==> src/rtl/alu_pkg.sv <==
// alu_pkg: shared types and constants for the ALU arbiter slice.
// Holds the arbiter state enum, status flag bit positions and the
// opcode encodings the arbiter forwards unchanged to the shared ALU.
package alu_pkg;

  typedef enum logic [1:0] {
    IDLE = 2'd0,
    EXEC = 2'd1,
    RESP = 2'd2
  } state_e;

  // Status flag bit positions as produced by the ALU
  localparam int STATUS_ZERO  = 0;
  localparam int STATUS_NEG   = 1;
  localparam int STATUS_CARRY = 2;
  localparam int STATUS_OVF   = 3;

  // Opcodes understood by the shared ALU; the arbiter only passes them through
  localparam logic [2:0] OP_ADD = 3'd0;
  localparam logic [2:0] OP_SUB = 3'd1;
  localparam logic [2:0] OP_GT  = 3'd2;
  localparam logic [2:0] OP_XOR = 3'd3;
  localparam logic [2:0] OP_AND = 3'd4;
  localparam logic [2:0] OP_OR  = 3'd5;
  localparam logic [2:0] OP_EQ  = 3'd6;
  localparam logic [2:0] OP_LT  = 3'd7;

  // One-hot vector for a 2-way requester index
  function automatic logic [1:0] onehot2(input logic idx);
    return idx ? 2'b10 : 2'b01;
  endfunction

endpackage

==> src/rtl/rr_arbiter_2.sv <==
// rr_arbiter_2: two-way round-robin grant.
// A lone requester always wins; on a tie the requester that was not
// served last wins. Grant is one-hot, or zero when nobody requests.
module rr_arbiter_2 (
  input  logic [1:0] req_i,
  input  logic       last_i,
  output logic [1:0] grant_o
);

  // Pick the winner from the current requests and the last-served index
  always_comb begin
    grant_o = 2'b00;
    case (req_i)
      2'b01:   grant_o = 2'b01;
      2'b10:   grant_o = 2'b10;
      2'b11:   grant_o = last_i ? 2'b01 : 2'b10;
      default: grant_o = 2'b00;
    endcase
  end

endmodule

==> src/rtl/alu_arbiter.sv <==
// alu_arbiter: schedules two requesters onto one combinational ALU.
// IDLE arbitrates and accepts one request, EXEC lets the ALU settle on
// the registered operands and captures its outputs, RESP holds the
// response until the owning requester consumes it.
// Optional feature: define ALU_ARB_STATUS_ACC_EN to add a sticky OR
// accumulator of delivered status flags (i_status_clr / o_status_acc).
module alu_arbiter
  import alu_pkg::*;
#(
  parameter int M   = 8,
  parameter int K   = 8,
  parameter int OPW = 3
) (
  input  logic             i_clk,
  input  logic             i_rst,
  input  logic [1:0]       i_req_valid,
  output logic [1:0]       o_req_ready,
  input  logic [2*OPW-1:0] i_req_op,
  input  logic [2*M-1:0]   i_req_A,
  input  logic [2*M-1:0]   i_req_B,
  output logic [1:0]       o_rsp_valid,
  input  logic [1:0]       i_rsp_ready,
  output logic [K-1:0]     o_rsp_result,
  output logic [3:0]       o_rsp_status,
  output logic [OPW-1:0]   o_alu_op,
  output logic [M-1:0]     o_alu_A,
  output logic [M-1:0]     o_alu_B,
  input  logic [K-1:0]     i_alu_result,
  input  logic [3:0]       i_alu_status,
`ifdef ALU_ARB_STATUS_ACC_EN
  input  logic             i_status_clr,
  output logic [3:0]       o_status_acc,
`endif
  output logic             o_busy
);

  state_e         state_q, state_d;
  logic           owner_q, owner_d;
  logic           last_q, last_d;
  logic [OPW-1:0] aluOp_q, aluOp_d;
  logic [M-1:0]   aluA_q, aluA_d;
  logic [M-1:0]   aluB_q, aluB_d;
  logic [K-1:0]   rspResult_q, rspResult_d;
  logic [3:0]     rspStatus_q, rspStatus_d;

  logic [1:0]     grant;
  logic [1:0]     reqReady;
  logic [1:0]     rspValid;
  logic           reqFire;
  logic           rspFire;
  logic           winIdx;

  rr_arbiter_2 u_rr (
    .req_i   (i_req_valid),
    .last_i  (last_q),
    .grant_o (grant)
  );

  assign winIdx = grant[1];

  // Next-state, handshake and datapath-capture decisions for the scheduler
  always_comb begin
    state_d     = state_q;
    owner_d     = owner_q;
    last_d      = last_q;
    aluOp_d     = aluOp_q;
    aluA_d      = aluA_q;
    aluB_d      = aluB_q;
    rspResult_d = rspResult_q;
    rspStatus_d = rspStatus_q;
    reqReady    = 2'b00;
    rspValid    = 2'b00;
    reqFire     = 1'b0;
    rspFire     = 1'b0;

    case (state_q)
      IDLE: begin
        reqReady = grant;
        reqFire  = |(i_req_valid & grant);
        if (reqFire) begin
          owner_d = winIdx;
          aluOp_d = winIdx ? i_req_op[2*OPW-1:OPW] : i_req_op[OPW-1:0];
          aluA_d  = winIdx ? i_req_A[2*M-1:M]      : i_req_A[M-1:0];
          aluB_d  = winIdx ? i_req_B[2*M-1:M]      : i_req_B[M-1:0];
          state_d = EXEC;
        end
      end
      EXEC: begin
        rspResult_d = i_alu_result;
        rspStatus_d = i_alu_status;
        state_d     = RESP;
      end
      RESP: begin
        rspValid = onehot2(owner_q);
        rspFire  = i_rsp_ready[owner_q];
        if (rspFire) begin
          last_d  = owner_q;
          state_d = IDLE;
        end
      end
      default: begin
        state_d = IDLE;
      end
    endcase
  end

  // State, ownership, ALU drive and response registers
  always_ff @(posedge i_clk) begin
    if (i_rst) begin
      state_q     <= IDLE;
      owner_q     <= 1'b0;
      last_q      <= 1'b1;
      aluOp_q     <= '0;
      aluA_q      <= '0;
      aluB_q      <= '0;
      rspResult_q <= '0;
      rspStatus_q <= '0;
    end else begin
      state_q     <= state_d;
      owner_q     <= owner_d;
      last_q      <= last_d;
      aluOp_q     <= aluOp_d;
      aluA_q      <= aluA_d;
      aluB_q      <= aluB_d;
      rspResult_q <= rspResult_d;
      rspStatus_q <= rspStatus_d;
    end
  end

`ifdef ALU_ARB_STATUS_ACC_EN
  logic [3:0] statusAcc_q, statusAcc_d;

  // Sticky OR of every delivered status; a clear and a delivery in the same cycle keep the new status
  always_comb begin
    statusAcc_d = (i_status_clr ? 4'b0000 : statusAcc_q) |
                  (rspFire ? rspStatus_q : 4'b0000);
  end

  // Accumulator register
  always_ff @(posedge i_clk) begin
    if (i_rst) begin
      statusAcc_q <= 4'b0000;
    end else begin
      statusAcc_q <= statusAcc_d;
    end
  end

  assign o_status_acc = statusAcc_q;
`endif

  assign o_req_ready  = reqReady;
  assign o_rsp_valid  = rspValid;
  assign o_rsp_result = rspResult_q;
  assign o_rsp_status = rspStatus_q;
  assign o_alu_op     = aluOp_q;
  assign o_alu_A      = aluA_q;
  assign o_alu_B      = aluB_q;
  assign o_busy       = (state_q != IDLE);

endmodule
==> config.mk <==
export PLATFORM = sky130hd
export DESIGN_NAME = alu_arbiter
export DESIGN_NICKNAME = d
export VERILOG_FILES = /design/src/rtl/alu_pkg.sv /design/src/rtl/rr_arbiter_2.sv /design/src/rtl/alu_arbiter.sv
export SDC_FILE = /design/constraint.sdc
export NUM_CORES = 1
export LEC_CHECK = 0
export CAP_MARGIN = 20
export CORE_MARGIN = 2
export CORE_UTILIZATION = 37
export CTS_CLUSTER_DIAMETER = 50
export DETAILED_ROUTE_END_ITERATION = 6
export PLACE_DENSITY = 0.79
export RECOVER_POWER = 50
export SYNTH_ARGS = -nofsm -noshare
export SYNTH_HDL_FRONTEND = slang
export SYNTH_SLANG_ARGS = --single-unit
==> constraint.sdc <==
create_clock -name i_clk -period 1.88 [get_ports i_clk]
set_input_delay 0.282 -clock i_clk [delete_from_list [all_inputs] [get_ports i_clk]]
set_output_delay 0.282 -clock i_clk [all_outputs]
set_load 0.02 [all_outputs]
Figure 1. Routed clock nets over the placement (run 1).
Scale: 6 px per um.
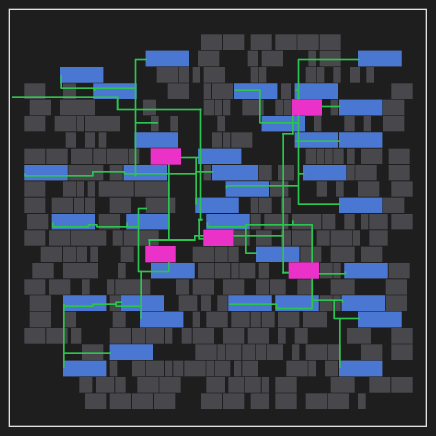
[clock wires] green | length: 455 um
[flip-flops] blue | count: 35
[clock-net drivers] magenta | count: 5
routed clock nets	6
clock-net power: 594 uW
clock latency on the worst-skew pair: 0.28 ns
clk_skew: 0.00246 ns
clock share of power: 28.7%

Figure 2. Gate-type map (run 1).
Scale: 6 px per um.
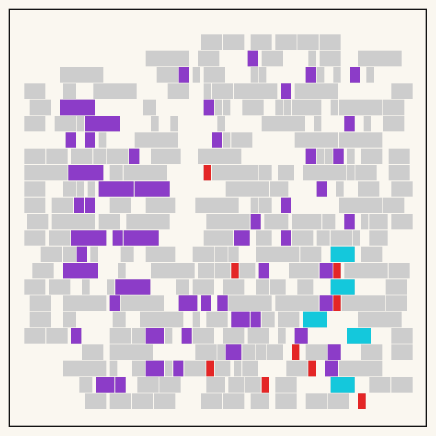
family	color	cells	most used
inv cells	red	9	inv_1
aoi and oai cells	purple	52	a21oi_1
non-inverting ao/oa cells	cyan	5	o221a_2
most frequent logic cell in the layout: clkdlybuf4s50_1
Comb/total area: 29.1%

Figure 3. Wire density map (run 1).
Scale: 6 px per um. The die is cut into 14 by 14 equal tiles; white is low, dark blue is high, scaled to the fullest tile. Values are wire area over tile area, all layers added.
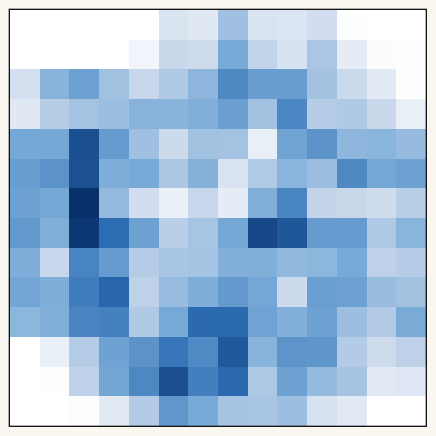
tiles over half the peak	32%
nearly empty tiles	11%
fullest tile	0.38
mean over tiles	0.15
DR WL/cell: 13.2 um
routed wire length: 4340 um
via count: 1611
Total GRT Usage: 17.9%

==> GITHUB_STEP_SUMMARY, run 1 <==
## Implementation flow summary

| Metric | Value |
|---|---|
| Crit path DAT | 1.51 ns |
| Simple-gate area share of the yosys netlist | 19.8% |
| Share of cells above drive strength 1 | 13.6% |
| Cell chosen for the clock root | clkbuf_8 |
| Period minus WS final | 1.79 ns |
| Adder share | 0% |
| Crit-path slowest cell | clkdlybuf4s50_1 |
| WS Path Type | flop to primary output |
| Post-DR vias/cell | 4.90 |
| GRT overflow | 0 |
| Worst path cell trace | nor2_4 > inv_2 > clkdlybuf4s50_1 |
| RSZ-0062 raised after global routing | no |
| Die Wd | 69.3 um |
| CTS Buf Count | 5 |
| Synth mux share | 0.635% |
| Min Hold Slack | 0.450 ns |
| Max-capacitance violation count | 0 |
| Register share after synthesis | 44.4% |
| Crit path max-delay family | buffers and inverters |
| Post-synth top area cell | dfxtp_1 |
| P&R area growth vs syn | 69.2% |
| Die area | 0.00480 mm^2 |
| P per Cell Area | 777 mW/mm^2 |
| Final-report setup violation count | 0 |
| Yosys chip area | 0.00158 mm^2 |
| Final nets | 334 |
| Main logic family | AND-OR/OR-AND gates |
| Design Power | 2.07 mW |
| Fin cells | 329 |
| Worst setup SP type | flop |
| Post-DP Area | 0.00257 mm^2 |
| Tcrit/Tclk final | 95.1% |
| Worst-Margin Slew | 0.621 ns |
| Ys cells | 181 |
| Vias in the first global route | 1505 |
| Max VDD drop | 0.407 mV |
| Largest net degree at the start of global routing | 35 |
| Post-place setup slack | -0.134 ns |
| CP endpoint kind | primary output |
| Ao+oa area frac | 28.4% |
| Rel. slew slack | 58.6% |
| Antenna Nets Post-Route | 0 |
| Clk buf depth | 2 |
| Chip height | 69.3 um |
| First-pass GRT wire length | 7130 um |
| Log Warnings | 26 |
| Pre-antenna DRT Iters | 4 |
| Status | completed |
| Yosys xor share | 0% |
| FMAX | 559 MHz |
| Flops after synth | 35 |
| Finished Core Util | 65.7% |
| Syn Area/Cell | 8.71 um^2 |
| Dpl cells | 321 |
| Antenna violations before repair | 0 |
| GPL Wtd Cong | 0.799 |
| CTS Sinks | 35 |
| Max Transition Viols Final | 0 |
| Post-synth area hogs | dfxtp_1, a21oi_1, o32ai_2, nand2b_1, nand2_1 |
| Setup tns final | 0 ns |
| Number of top-level pins | 92 |
| PortBufs | 91 |
| Syn. warnings | 0 |
| Clk pin slew, worst setup/hold paths | 0.07 ns |
| Setup ws final | 0.0915 ns |
| Worst EP required | 1.60 ns |
| Fp_density | 38.9% |
| FILL cells | 352 |
| Post-CTS Hold Buffers | 0 |
| Placeable Area | 0.00406 mm^2 |
| Antenna fix cells | 0 |
| CTS tree | built |
| # H-tree levels | 2 |
| Synthesized Nets | 237 |
| Final Hold Violation Tally | 0 |
| Hpwl dp | 3190 um |
| Top cell area share | 44.4% |
| Critical path's largest stage delay | 0.56 ns |
| Yosys cell types | 25 |
| Finished Cell Area | 0.00267 mm^2 |
| Crit path max fanout | 8 |
| Synth Instances | 181 |
| WP buf/inv | 2 |
-- run 1: what timing repair did --
action                                  in CTS  in global routing
resized                                      5                  1
buffers inserted                             0                  0
endpoints found under the setup margin       4                  1
-- run 1: layer usage --
metal	vias up	track usage (%)	wire length (um)
li1	825	-	-
met1	719	23.1	1950
met2	58	28.3	2010
met3	9	4.94	295
met4	0	7.19	82
met5	-	0	0
-- run 1: flip-flops by register name (all words and copies together) (netlist names) --
signal and flops:
o_alu_op 3, owner_q 1, o_alu_B 8, state_q 2
o_rsp_status 4, o_alu_A 8, last_q 1, o_rsp_result 8
-- run 1: path summary, 6_finish.rpt --
check	slack (ns)	end	depth (start not counted)	start
min reg2reg	0.45	o_rsp_status[1]	2	o_rsp_status[1]
max	0.09	o_busy	3	state_q[1]
min	0.45	o_rsp_status[1]	2	o_rsp_status[1]
max reg2reg	0.30	o_alu_B[7]	5	state_q[1]
-- run 1: final cells by class --
type | instances | area, um^2 | share of cell area [%]
Timing Repair Buffer | 103 | 993 | 37.2
Multi-Input combinational cell | 124 | 776 | 29.1
Sequential cell | 35 | 702 | 26.3
Clock buffer | 8 | 100 | 3.75
Tap cell | 50 | 62.6 | 2.35
Inverter | 9 | 33.8 | 1.27
-- run 1: power breakdown --
part | switching (mW) | internal (mW) | total, mW
clock network | 0.259 | 0.334 | 0.594
logic | 0.292 | 0.330 | 0.622
registers | 0.0420 | 0.814 | 0.856
-- run 1: Yosys cell counts (all sizes together) --
master,count
o21bai,1
dfxtp,35
nand2b,16
o221a,5
a31oi,5
buf,3
nor2b,3
nand3,1
inv,9
a21boi,1
nand2,25
nor2,18
o21ai,1
clkbuf,10
and2,1
nand3b,1
o32ai,14
a21oi,30
mux2i,1
or3,1
Figure 4. Routing congestion (run 1).
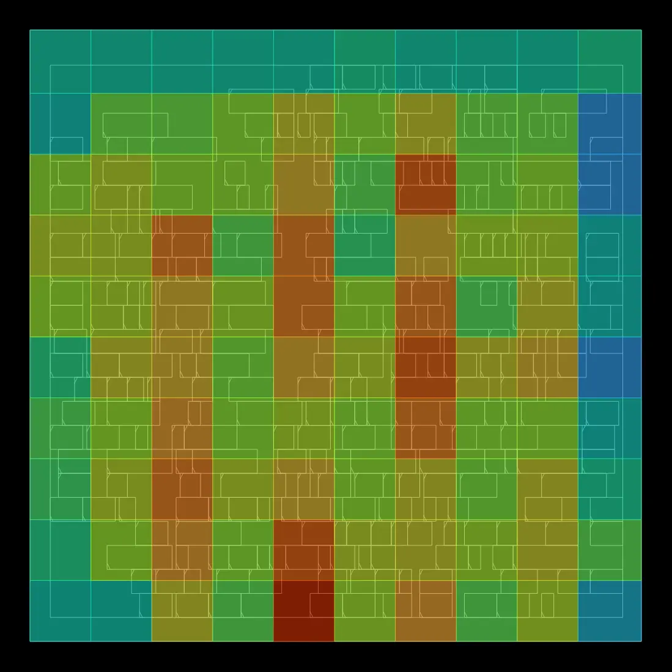

==> run 2: changes to the inputs <==
--- a/config.mk
+++ b/config.mk
@@ -7,10 +7,11 @@
 export LEC_CHECK = 0
 export CAP_MARGIN = 20
 export CORE_MARGIN = 2
-export CORE_UTILIZATION = 37
+export CORE_UTILIZATION = 60
 export CTS_CLUSTER_DIAMETER = 50
 export DETAILED_ROUTE_END_ITERATION = 6
-export PLACE_DENSITY = 0.79
+export DONT_BUFFER_PORTS = 1
+export PLACE_DENSITY = 0.76
 export RECOVER_POWER = 50
 export SYNTH_ARGS = -nofsm -noshare
 export SYNTH_HDL_FRONTEND = slang
Figure 5. Routing congestion (run 2).
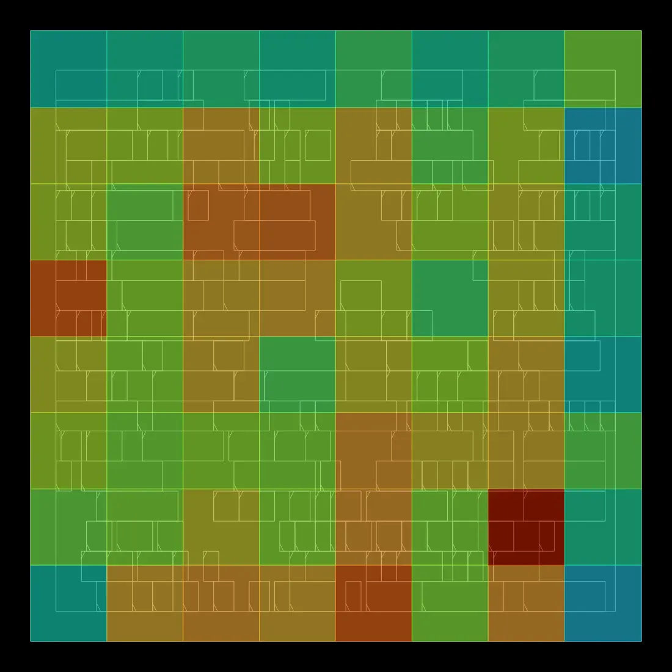
met1 usage: 23.2%
met2 Usage GRT: 42.3%

==> run 2 against run 1 <==
Compared with the run above:
- utilization rose by 1.7 points
- total power fell by 19%
- flip-flop count did not move
- synthesized cell count did not move
- sequential share of layout area rose by 16 points
- combinational power fell by 55%
- sequential power rose by about 10%
- register-to-register slack got worse by 0.03 ns
- die size fell by 36%
- area after synthesis did not move
- largest power group unchanged
==> GITHUB_STEP_SUMMARY, run 2 <==
## Implementation flow summary

| Metric | Value |
|---|---|
| Status | completed |
| Commonest cells in the netlist | dfxtp_1, a21oi_1, nand2_1, nor2_1, nand2b_1 |
| Crit path DAT | 1.48 ns |
| Crit path max fanout | 5 |
| DR WL/cell | 16.7 um |
| Worst-Margin Slew | 0.558 ns |
| Log Warnings | 26 |
| # H-tree levels | 2 |
| Setup ws final | 0.120 ns |
| Clk_skew | 0.000936 ns |
| R2r setup slk | 0.27 ns |
| R2R Path End | o_alu_B[2] |
| Setup tns final | 0 ns |
| Max Transition Viols Final | 0 |
| Vias in the first global route | 1261 |
| Max VDD drop | 0.770 mV |
| Most frequent CP cell | nor2b_1 |
| Flops after synth | 35 |
| Ys async rst share | 0% |
| Hold EP | o_rsp_result[0] |
| Design Power | 1.67 mW |
| GR Layer Usage met3 | 8.20% |
| CTS Buf Count | 5 |
| Die area | 0.00305 mm^2 |
| Synth Instances | 181 |
| PortBufs | 0 |
| Finished Cell Area | 0.00167 mm^2 |
| FMAX | 568 MHz |
| WP buf/inv | 0 |
| Yosys cell types | 25 |
| Via count | 1324 |
| Total GRT Usage | 22.9% |
| Flip-flops with a built-in enable | 0 |
| Post-synth area hogs | dfxtp_1, a21oi_1, o32ai_2, nand2b_1, nand2_1 |
| # rows | 18 |
| Clk pin slew, worst setup/hold paths | 0.10 ns |
| Mapped Area | 0.00158 mm^2 |
| Worst setup SP type | flop |
| Period minus WS final | 1.76 ns |
| Finished Core Util | 67.4% |
| Most frequent cells in the layout | dfxtp_1, a21oi_1, nand2_1 |
| Cell chosen for the clock root | clkbuf_4 |
| Number of top-level pins | 92 |
| Final-report setup violation count | 0 |
| GPL Wtd Cong | 0.680 |
| Crit-path slowest cell | dfxtp_1 |
| Most frequent cell after synthesis | dfxtp_1 |
| Antenna fix cells | 0 |
| CTS Sinks | 35 |
| First-pass GRT wire length | 5610 um |
| Share of cells above drive strength 1 | 15.3% |
| Worst EP required | 1.60 ns |
| Tcrit/Tclk final | 93.6% |
| Register share after synthesis | 44.4% |
| Chip height | 55.3 um |
| Post-synth top area cell | dfxtp_1 |
| Dpl cells | 203 |
| GRT overflow | 0 |
| Fp_density | 63.6% |
| Top cell area share | 44.4% |
| Synthesized Nets | 237 |
| RSZ-0062 raised after global routing | no |
| Hold path cells | 1 |
| GRT busiest layer | met2 |
| R2R Path Start | state_q[1] |
| Syn. warnings | 0 |
| Min Hold Slack | 0.0212 ns |
| Worst min-delay path category | input port to flop |
| Antenna violations before repair | 0 |
| Max-capacitance violation count | 0 |
| Hpwl dp | 2570 um |
| Initial DRC Count | 58 |
| WS Path Type | flop to primary output |
| Final nets | 238 |
| Crit path max-delay family | simple AND/OR/NAND/NOR gates |
| Clock latency on the worst-skew pair | 0.32 ns |
| R2R cell count | 4 |
| CP endpoint kind | primary output |
| Rel. slew slack | 62.8% |
| Routed wire length | 3560 um |
| Die Wd | 55.3 um |
| Post-DR vias/cell | 6.22 |
| Lkg Pwr | 0.631 nW |
| Largest net degree at the start of global routing | 36 |
| Placeable Area | 0.00248 mm^2 |
| Post-DP Area | 0.00158 mm^2 |
| Syn Area/Cell | 8.71 um^2 |
| Final Hold Violation Tally | 0 |
| P&R area growth vs syn | 5.95% |
| Worst hold path startpoint | i_rst |
| FILL cells | 219 |
| Antenna Nets Post-Route | 0 |
| Post-place setup slack | 0.0536 ns |
| Dominant flop cell | dfxtp_1 |
| Pre-antenna DRT Iters | 4 |
| Clk buf depth | 2 |
| P per Cell Area | 1000 mW/mm^2 |
| CTS tree | built |
| DRC viols | 0 |
| Ys cells | 181 |
| Yosys chip area | 0.00158 mm^2 |
| Post-CTS setup buffers | 0 |
| Worst path cell trace | nor2b_1 > nor2b_1 |
| Critical path's largest stage delay | 0.44 ns |
Figure 6. Gate-type map (run 2).
Scale: 6 px per um.
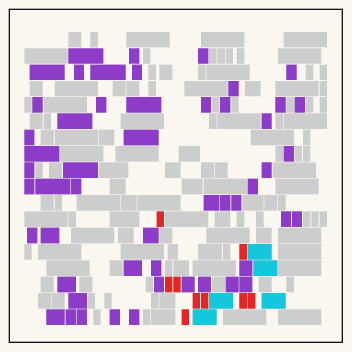
family	color	cells	most used	where
inv cells	red	9	inv_1	south
non-inverting ao/oa cells	cyan	5	o221a_2	south-east
aoi and oai cells	purple	52	a21oi_1	spread over the die
Comb/total area: 46.4%
most frequent logic cell in the layout: dfxtp_1
fin cells: 213

-- run 2: cell counts after synthesis --
Identical to the previous run, type by type.
-- run 2: repair_timing --
| item | in CTS | in global routing |
|---|---|---|
| endpoints found under the hold margin | 0 | 10 |
| resized | 0 | 1 |
| endpoints found under the setup margin | 0 | 7 |
| hold buffers | 0 | 2 |
-- run 2: metal layers --
metal | part of all wire [%] | vias to the layer above
met1 | 39 | 617
met5 | 0 | -
met2 | 52 | 71
met3 | 8.2 | 5
li1 | - | 631
met4 | 1.1 | 0
-- run 2: how the worst max path moves through the flow --
stage / start / to / slack [ns] / cells past startpoint
detailed placement: state_q[1] / o_alu_B[3] / 0.05 / 4
global placement: state_q[1] / o_alu_B[3] / 0.14 / 4
finish: state_q[1] / o_rsp_valid[0] / 0.12 / 2
global route: state_q[1] / o_rsp_valid[0] / 0.003 / 2
floorplan: state_q[1] / o_alu_A[0] / 0.32 / 6
CTS: state_q[1] / o_alu_B[2] / 0.02 / 4
-- run 2: cell families after synthesis --
logic type	after synthesis	share of synthesized area [%]
multiplexers	1	0.635
AND-OR/OR-AND	57	28.4
flip-flops	35	44.4
AND/OR/NAND/NOR	66	19.8
buffers and inverters	22	6.67
-- run 2: area by class of cell --
type / instances / area (um^2) / share of cell area [%]
repair buffers: 7 / 53.8 / 3.22
inverters: 9 / 33.8 / 2.02
clock buffers: 8 / 68.8 / 4.12
flip-flops and latches: 35 / 701 / 41.9
well taps: 30 / 37.5 / 2.25
multi-input cells: 124 / 776 / 46.4
-- run 2: report_power, final --
| part | leakage, nW | switching [mW] | internal [mW] |
|---|---|---|---|
| Clock | 0.0386 | 0.230 | 0.220 |
| Sequential | 0.288 | 0.130 | 0.813 |
| Combinational | 0.305 | 0.159 | 0.119 |
| Total | 0.631 | 0.519 | 1.15 |
Power figures rest on the tool's default switching activity, not on a simulated workload.
